run_1/met1.png
The bar under the picture is 20 um long. Supply wires on this layer in gray.
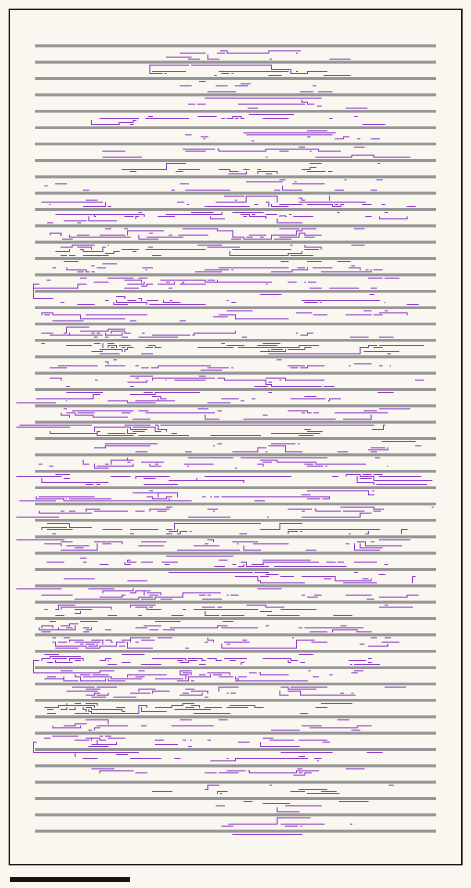
run_1/met2.png
Cells faint in the background.
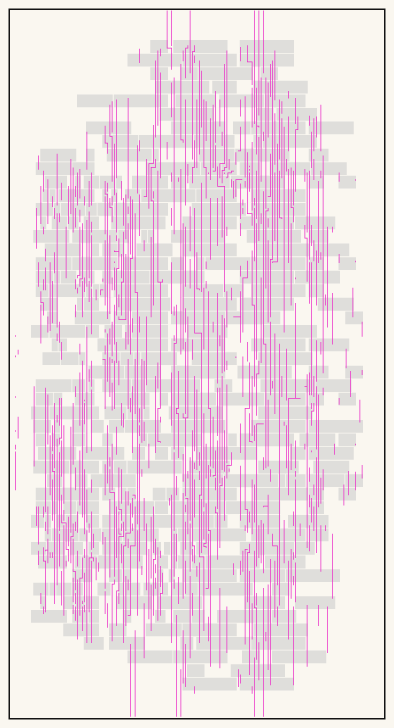
run_1/met3.png
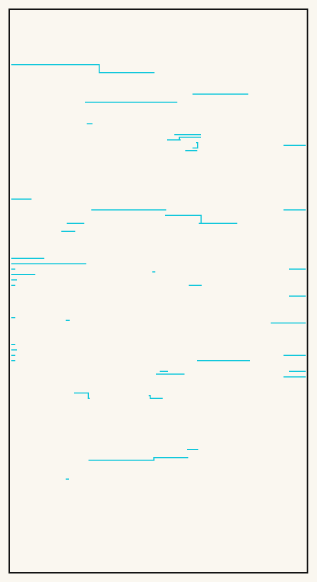
**src/rtl/pwm_sample_feeder.sv**
```systemverilog
// pwm_sample_feeder
//
// Buffers signed anti-noise samples from the filter stage and hands one
// offset-binary duty word to the PWM stage per 2048-cycle PWM period.
//
// Each accepted sample is arithmetically shifted right by SHIFT, saturated
// to -512..+511 and re-biased by +512 into a 10-bit word (0x200 = silence).
// Words wait in a DEPTH-entry FIFO. On the edge that ends the last cycle of
// a period the oldest word moves to SigVec. If the FIFO is empty on that
// edge, SigVec falls back to mid-scale and Underrun is raised.
//
// Ports
//   Clk_pwm     in   1  sole clock, shared with the PWM stage
//   Rst         in   1  synchronous active-high reset
//   SampleIn    in  16  signed sample
//   SampleValid in   1  SampleIn valid this cycle
//   SampleReady out  1  feeder accepts a sample this cycle
//   FlagClr     in   1  clears Underrun and Clip on the next edge
//   SigVec      out 10  offset-binary duty word, changes only at period end
//   PeriodEnd   out  1  high during the last cycle of each period
//   FifoLevel   out  5  samples held, 0..DEPTH
//   Underrun    out  1  sticky: a period boundary found the FIFO empty
//   Clip        out  1  sticky: an accepted sample saturated
//
// Handshake: a sample is transferred on every rising edge where SampleValid
// and SampleReady are both high. SampleReady does not depend on SampleValid;
// SampleValid may be raised or dropped freely, and SampleIn matters only on
// transfer edges.

module pwm_sample_feeder #(
  parameter int DEPTH = 8,
  parameter int SHIFT = 6
) (
  input  logic        Clk_pwm,
  input  logic        Rst,
  input  logic [15:0] SampleIn,
  input  logic        SampleValid,
  output logic        SampleReady,
  input  logic        FlagClr,
  output logic [9:0]  SigVec,
  output logic        PeriodEnd,
  output logic [4:0]  FifoLevel,
  output logic        Underrun,
  output logic        Clip
);

  localparam int         AW      = (DEPTH > 1) ? $clog2(DEPTH) : 1;
  localparam logic [4:0] DEPTH_L = 5'(DEPTH);
  localparam logic [9:0] MID     = 10'h200;

  logic [10:0]   cnt_q, cnt_d;
  logic          period_end_q, period_end_d;
  logic [4:0]    level_q, level_d;
  logic [AW-1:0] rd_ptr_q, rd_ptr_d;
  logic [AW-1:0] wr_ptr_q, wr_ptr_d;
  logic [9:0]    sig_vec_q, sig_vec_d;
  logic          underrun_q, underrun_d;
  logic          clip_q, clip_d;
  logic [9:0]    mem_q [DEPTH];

  logic               ready;
  logic               push;
  logic               pop_slot;
  logic               pop;
  logic signed [15:0] shifted;
  logic [9:0]         sat;
  logic               sat_hit;
  logic [9:0]         conv;

  always_comb begin
    ready    = !Rst && (level_q < DEPTH_L);
    push     = SampleValid && ready;
    // period_end_q marks the last cycle of the period, so the edge that
    // ends it is the pop slot. The level is sampled before this edge's push,
    // so a sample arriving on the slot edge itself waits a full period.
    pop_slot = period_end_q && !Rst;
    pop      = pop_slot && (level_q != 5'd0);

    shifted = $signed(SampleIn) >>> SHIFT;
    sat_hit = 1'b0;
    sat     = shifted[9:0];
    if (shifted > 16'sd511) begin
      sat     = 10'h1FF;
      sat_hit = 1'b1;
    end else if (shifted < -16'sd512) begin
      sat     = 10'h200;
      sat_hit = 1'b1;
    end
    // Adding 512 to a 10-bit two's-complement value just flips its MSB.
    conv = {~sat[9], sat[8:0]};

    cnt_d        = cnt_q + 11'd1;
    // Registered so PeriodEnd is high exactly while cnt_q == 2047.
    period_end_d = (cnt_q == 11'd2046);

    level_d = level_q;
    case ({push, pop})
      2'b10:   level_d = level_q + 5'd1;
      2'b01:   level_d = level_q - 5'd1;
      default: level_d = level_q;
    endcase

    wr_ptr_d = push ? wr_ptr_q + AW'(1) : wr_ptr_q;
    rd_ptr_d = pop  ? rd_ptr_q + AW'(1) : rd_ptr_q;

    sig_vec_d = sig_vec_q;
    if (pop_slot) begin
      sig_vec_d = pop ? mem_q[rd_ptr_q] : MID;
    end

    // Clear first, then set, so a coinciding set condition wins.
    underrun_d = FlagClr ? 1'b0 : underrun_q;
    if (pop_slot && (level_q == 5'd0)) begin
      underrun_d = 1'b1;
    end
    clip_d = FlagClr ? 1'b0 : clip_q;
    if (push && sat_hit) begin
      clip_d = 1'b1;
    end
  end

  always_ff @(posedge Clk_pwm) begin
    if (Rst) begin
      cnt_q        <= 11'd0;
      period_end_q <= 1'b0;
      level_q      <= 5'd0;
      rd_ptr_q     <= '0;
      wr_ptr_q     <= '0;
      sig_vec_q    <= MID;
      underrun_q   <= 1'b0;
      clip_q       <= 1'b0;
    end else begin
      cnt_q        <= cnt_d;
      period_end_q <= period_end_d;
      level_q      <= level_d;
      rd_ptr_q     <= rd_ptr_d;
      wr_ptr_q     <= wr_ptr_d;
      sig_vec_q    <= sig_vec_d;
      underrun_q   <= underrun_d;
      clip_q       <= clip_d;
    end
  end

  // Storage needs no reset: entries are only read below the fill level.
  always_ff @(posedge Clk_pwm) begin
    if (push) begin
      mem_q[wr_ptr_q] <= conv;
    end
  end

  assign SampleReady = ready;
  assign SigVec      = sig_vec_q;
  assign PeriodEnd   = period_end_q;
  assign FifoLevel   = level_q;
  assign Underrun    = underrun_q;
  assign Clip        = clip_q;

endmodule

```
**config.mk**
```make
export PLATFORM = sky130hd
export DESIGN_NAME = pwm_sample_feeder
export DESIGN_NICKNAME = d
export VERILOG_FILES = /design/src/rtl/pwm_sample_feeder.sv
export SDC_FILE = /design/constraint.sdc
export NUM_CORES = 1
export LEC_CHECK = 0
export CORE_ASPECT_RATIO = 2
export CORE_MARGIN = 4
export CORE_UTILIZATION = 52
export CTS_CLUSTER_SIZE = 30
export DETAILED_ROUTE_END_ITERATION = 10
export GPL_ROUTABILITY_DRIVEN = 0
export PLACE_DENSITY = 0.76
export SYNTH_ARGS = -nofsm -noshare
export SYNTH_HDL_FRONTEND = slang
export SYNTH_SLANG_ARGS = --single-unit
export TNS_END_PERCENT = 100
```
**constraint.sdc**
```tcl
create_clock -name Clk_pwm -period 2.8 [get_ports Clk_pwm]
set_input_delay 0.7 -clock Clk_pwm [delete_from_list [all_inputs] [get_ports Clk_pwm]]
set_output_delay 0.7 -clock Clk_pwm [all_outputs]
set_load 0.05 [all_outputs]
```
==> results.txt, run 1 <==
Figures from the implementation reports.

- The number of flip-flops in the largest register is 80.
- The leakage power in the latest report is between 0.002 and 0.0025 uW.
- The placement row count reads ~48.
- According to the finish report, the design has a final net count of roughly 400.
- The worst path buffer plus inverter count reads 0.
- The primary flip-flop cell chosen by synthesis mapping reads sky130_fd_sc_hd__edfxtp_1.
- Registers are responsible for between 40 and 50% of the overall power.
- By instance count after routing, the leading logic cell types are 80 x sky130_fd_sc_hd__edfxtp_1, 38 x sky130_fd_sc_hd__dfxtp_1, 32 x sky130_fd_sc_hd__buf_4.
- The area of the chip is ~0.011 mm2.
- The number of H-tree levels reads 4.
- The dominant cell by count in the synthesized netlist is sky130_fd_sc_hd__edfxtp_1.
- Setup total negative slack on the finished layout was measured at 0 ns.
- The relative area of non-clock buffer cells in the final design reads between 10% and 20%.
- Among all cell classes, the greatest summed area belongs to registers.
- The capture point of the worst path reads FifoLevel[4].
- The post-synth area from yosys stat reads about 0.0047 mm2.
- The tap cell count is around 100.
- The top cell type in the final layout, fill and taps aside, is sky130_fd_sc_hd__edfxtp_1.
- Across the routed clock network, the largest skew measured is around 0.0044 ns.
- The nature of the critical path startpoint reads a register.
- The switching power total reads 804.7 uW.
- After layout, the buffer instance count without clock buffers stands at 65.
- After clock tree synthesis, the clock-pin slew on the worst setup and hold paths is roughly 0.050 ns.
- The area of combinational cells with multiple inputs is 0.001443 mm2.
- For this run, the top clock speed supported by timing is roughly 370 MHz.
- In this run the maximum-capacitance check reported violations numbering 0.
- The group drawing the most power is registers.
- The headroom to the max-slew limit is about 46%.
- The origin of the worst setup path is FifoLevel[4].
- The number of clock sinks is around 120.
- The number of sequential storage elements is 118.
- The signal on the critical path passes through or4_4 -> o21ai_4 -> nor2_2 -> ha_4 -> xor2_2 -> ha_2 -> o21ai_0 -> or3_4 -> a2111o_1 -> nand4_1.
- The end of the worst register-to-register path reads FifoLevel[4].
- In this run the critical register-to-register path is launched from FifoLevel[4].
- The total sequential power is about 1900 uW.
- For reference, the mux area share after synthesis is around 12%.
- 0 antenna diodes ended up in the layout.
- The routed metal-1 wire length reads 3219 um.
- The multi-input gate share of the layout cell area is about a quarter.
- The maximum cell stage delay along the critical path is between 0.5 and 0.6 ns.
- The power report lists cell-internal power as 3139 uW.
- The buffer depth of the longest clock path reads 2.
- The remaining design rule violation count reads 0.
- The insertion delay of the later-clocked pin in the worst-skew pair is between 0.4 and 0.5 ns.
- The final HPWL from detailed placement reads around 6100 um.
- The flow ran to the end, and the final reports show no timing, DRC or antenna violations.
- The clock tree cell share of total cell area is under 10%.
- The number of cells in Yosys stat is ~300.
- The areal power density over the cells reads 672.6 mW/mm2.
- For reference, the top cells by count after synthesis are 80 x sky130_fd_sc_hd__edfxtp_1, 38 x sky130_fd_sc_hd__dfxtp_1, 29 x sky130_fd_sc_hd__nor2_1, 20 x sky130_fd_sc_hd__mux4_2, 14 x sky130_fd_sc_hd__clkbuf_1.
- The number of slew-limit violations in the final report is 0.
- The main area contributors are sky130_fd_sc_hd__edfxtp_1 51%, sky130_fd_sc_hd__dfxtp_1 16%, sky130_fd_sc_hd__mux4_2 9.7%, sky130_fd_sc_hd__nor2_1 2.3%, sky130_fd_sc_hd__xor2_1 2.3%.
- Setup slack on the critical path of the routed design comes to approximately 0.1 ns.
- The worst-case reg-to-reg setup slack stands at between 0.1 and 0.15 ns.
- The peak supply drop is 0.6202 mV.
- After global routing the overflow that remains totals 0.
- For this run, the detailed router's first-pass iteration total came to 4.
- The total power reads 3944 uW.
- The portion of the clock cycle consumed by the worst path in the final layout reads 96.33%.
- The post-synthesis async set-or-reset flop share is 0%.
- The count of warnings emitted by yosys is 0.
- More flip-flops sit in one register than any other, and that register is mem_q.
- Leaving out the clock tree, the finished layout contains an inverter count of 3.
- In this run, the combinational gates consume between 3 and 4% of the power.
- The instance count after placement with tap cells included reads approximately 440.
- The share of the Yosys chip area taken by registers is between 60 and 70%.
- The final design was reported to hold multi-input combinational gates totalling 157.
- The required time at the worst-slack endpoint is roughly 3.1 ns.
## Picture notes: met1.png
nets with wire on the layer = 359
main direction = horizontal
met1 usage in global routing: 20.55%
vias post-DR: 2705
drt total wl: 9153 um

## Picture notes: met2.png
nets with wire on the layer = 353
wire length on this layer = 5470 um
main direction = vertical
share of all routed wire = 60%
met2 Usage GRT: 34.87%

## Picture notes: met3.png
wire length on this layer = 292 um
main direction = horizontal
nets with wire on the layer = 31
longest straight run = 23.0 um
share of all routed wire = 3.2%
met3 Use GR: 6.011%

-- run 1: how the worst min path moves through the flow --
stage                     slack, ns       from        end
after global placement         0.44   cnt_q[0]   cnt_q[0]
after detailed placement       0.46   cnt_q[0]   cnt_q[0]
after floorplan                0.42   cnt_q[0]   cnt_q[0]
after global routing           0.50  SigVec[3]  SigVec[3]
final                          0.46   cnt_q[0]   cnt_q[0]
after CTS                      0.47   cnt_q[0]   cnt_q[0]
-- run 1: timing repair --
| item | 4_1_cts | 5_1_grt |
|---|---|---|
| setup endpoints to repair | 0 | 1 |
| buffers inserted | 0 | 2 |
| hold endpoints to repair | 0 | 0 |
| gates resized | 0 | 2 |
-- run 1: per-layer routing --
layer	track usage, %	vias to the layer above
met5	0	-
met2	34.87	60
met3	6.011	10
met1	20.55	1374
met4	8.255	0
li1	-	1261
run_1/final_congestion.png
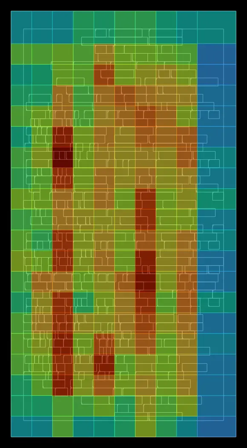

--- run 2 (diff from run 1) ---
- CORE_MARGIN: 4 -> 1.5
run_2/final_congestion.png
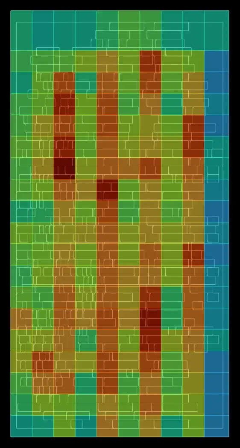
GRT Resource Usage Total: 20.40%
met3 Use GR: 5.449%
Final Core Density: 67.07%

run_2/met3.png
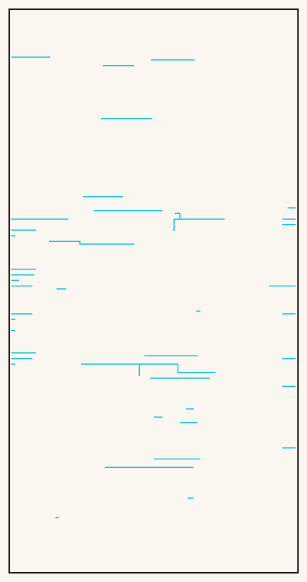
longest straight run = 23.5 um
share of all routed wire = 3.3%
nets with wire on the layer = 29
vias post-DR: 2681
drt total wl: 8859 um

==> run 2 against run 1 <==
Net effect: synthesized cell count unchanged; largest power group unchanged; maximum frequency increased by 1.2%; clock-buffer cell count increased by 2.
==> results.txt, run 2 <==
Figures from the implementation reports.

- The flow ran to the end, and the final reports show no timing, DRC or antenna violations.
- The number of clock sinks reads 118 (unchanged).
- The total number of nets in the final design came to 385 (-1.3%).
- The primary flip-flop cell chosen by synthesis mapping is sky130_fd_sc_hd__edfxtp_1.
- The routed metal-1 wire length is 3082 um (-4.3%).
- Per the placement log, port buffering inserted 32 buffers.
- The required time at the worst-slack endpoint is 3.15 ns (about the same).
- The number of setup buffers added after CTS reads 0 (unchanged).
- The share of synthesized area occupied by flip-flops and latches is 67.79% (unchanged).
- The vertical extent of the die reads roughly 140 um.
- The layer carrying the most global-route usage is met2.
- The remaining design rule violation count came to 0 (unchanged).
- The combinational fraction of design power reads 3.6% (about the same).
- The internal power is 3133 uW (-0.18%).
- The beginning of the worst register-to-register path is FifoLevel[1].
- The end point of the worst hold path reads cnt_q[0].
- The length of the first detailed-routing pass in iterations was 4 (unchanged).
- The worst path buffer plus inverter count is 0 (unchanged).
- The portion of the clock cycle consumed by the worst path in the final layout was 95.18% (-1.2 points).
- The number of H-tree levels reads 4 (unchanged).
- The area of the chip reads 0.009584 mm2 (-10%).
- The final HPWL from detailed placement reads 5751 um (-6.0%).
- The count of warnings emitted by yosys is 0 (unchanged).
- The initial antenna violation count reads 0.
- The startpoint of the tightest hold check path is cnt_q[0].
- Counting instances in the post-synthesis netlist gives the leading cell types as 80 x sky130_fd_sc_hd__edfxtp_1, 38 x sky130_fd_sc_hd__dfxtp_1, 29 x sky130_fd_sc_hd__nor2_1, 20 x sky130_fd_sc_hd__mux4_2, 14 x sky130_fd_sc_hd__clkbuf_1.
- The share of power burned in registers was 48.8% (+0.5 points).
- The post-synthesis xor/xnor area fraction is roughly 2.8%.
- The worst-case register-to-register setup slack reads 0.14 ns (+0.03 ns).
- In the layout the commonest cells are 80 x sky130_fd_sc_hd__edfxtp_1, 38 x sky130_fd_sc_hd__dfxtp_1, 31 x sky130_fd_sc_hd__clkdlybuf4s50_1.
- The insertion delay of the later-clocked pin in the worst-skew pair is 0.41 ns (about the same).
- The switching power total was 766.6 uW (-4.7%).
- The areal power density over the cells reads 672.3 mW/mm2 (about the same).
- The share of total power in the clock network is 47.6%.
- The clock-pin slew reported for the worst setup and hold paths after clock tree synthesis reads 0.05 ns (about the same).
- Looking at the gate-level netlist, the highest instance count belongs to sky130_fd_sc_hd__edfxtp_1.
- The number of cells in Yosys stat came to 299 (unchanged).
- The I/O pin total reads 39.
- The count of maximum capacitance violations is 0 (unchanged).
- The most common library cell in the layout ignoring fill and taps reads sky130_fd_sc_hd__edfxtp_1.
- The minimum clock period is 2.665 ns.
- The switching share of total power reads a little under 20%.
- The first-pass GRT wire length is approximately 14000 um.
- The headroom to the max-slew limit reads 49.16% (+3.4 points).
- The number of flip-flops in the largest register came to 80 (unchanged).
- In this run the worst setup path begins at FifoLevel[1].
- The post-synth area from yosys stat was 0.004666 mm2 (unchanged).
- The placement row count is 48 (unchanged).
- The clock skew reads 0.01029 ns (+0.005875 ns).
- The signal on the critical path passes through or4_4 -> o21ai_4 -> nor2_2 -> ha_4 -> xor2_1 -> ha_2 -> o21ai_0 -> or3_1 -> a2111o_1 -> nand4_1.
- The capture point of the worst path is FifoLevel[4].
- The group drawing the most power reads registers.
- The post-synthesis async set-or-reset flop share reads 0% (unchanged).
- The number of antenna repair diodes reads 0 (unchanged).
- The met1 routing resource usage after global routing was 18.71% (-1.8 points).
- The met2 track utilization from global routing was 39.10% (+4.2 points).
- The number of slew-limit violations in the final report reads 0 (unchanged).
- The via count of the first global-routing pass is roughly 2900.
- The peak supply drop was 0.4844 mV (-22%).
- The total sequential power reads 1900 uW (about the same).
- The leakage power figure was 0.002026 uW (-1.3%).
- The count of instances resized after the clock tree is built is 0 (unchanged).
- The total overflow reported by the global router is 0 (unchanged).
- The total power is 3900 uW (-1.1%).
- The mux cell area share after synthesis came to 12.47% (unchanged).
- In the post-synthesis netlist, the biggest area contributors are sky130_fd_sc_hd__edfxtp_1 51%, sky130_fd_sc_hd__dfxtp_1 16%, sky130_fd_sc_hd__mux4_2 9.7%, sky130_fd_sc_hd__nor2_1 2.3%, sky130_fd_sc_hd__xor2_1 2.3%.
- STA lists the endpoint of the worst register-to-register path as FifoLevel[4].
- In this design, the largest share of critical-path delay is due to simple AND/OR/NAND/NOR gates.
- Hold-check failures listed in the final report amount to 0.
- The worst-case setup margin in the final layout is 0.1350 ns (+0.03233 ns).
- Buffers inserted during clock tree synthesis total 17.
- The maximum cell stage delay along the critical path reads 0.57 ns (about the same).
- The instance count of the mapped netlist reads 299.
- The largest register by flop count is mem_q.
- The setup total negative slack is 0 ns (unchanged).
- The instance count after placement with tap cells included reads 438 (-0.68%).
- The area of placed instances reads ~0.0053 mm2.
- The nature of the critical path startpoint is a register.
- The maximum clock frequency reads 375.2 MHz (+1.2%).
- The buffer depth of the longest clock path is 2 (unchanged).
[run 2: cell counts after synthesis]
No cell type changed its count.
[run 2: per-stage QoR]
| step | util, % | hold slack, ns |
|---|---|---|
| after global placement | 61.08 | 0.4382 |
| after global routing | 67.07 | 0.4912 |
| after floorplan | - | 0.4221 |
| after detailed placement | 61.08 | 0.4604 |
| after CTS | 67.07 | 0.4786 |
| final | 67.07 | 0.4689 |
[run 2: area by class of cell]
class | instances | area, um2 | share of cell area [%]
clock inverters | 7 | 32.53 | 0.5608
clock buffers | 25 | 485.5 | 8.369
flip-flops and latches | 118 | 3163 | 54.53
inverters | 3 | 11.26 | 0.1941
well taps | 100 | 125.1 | 2.157
multi-input cells | 157 | 1430 | 24.65
repair buffers | 60 | 553.0 | 9.534
Power and IR drop assume default switching activity.
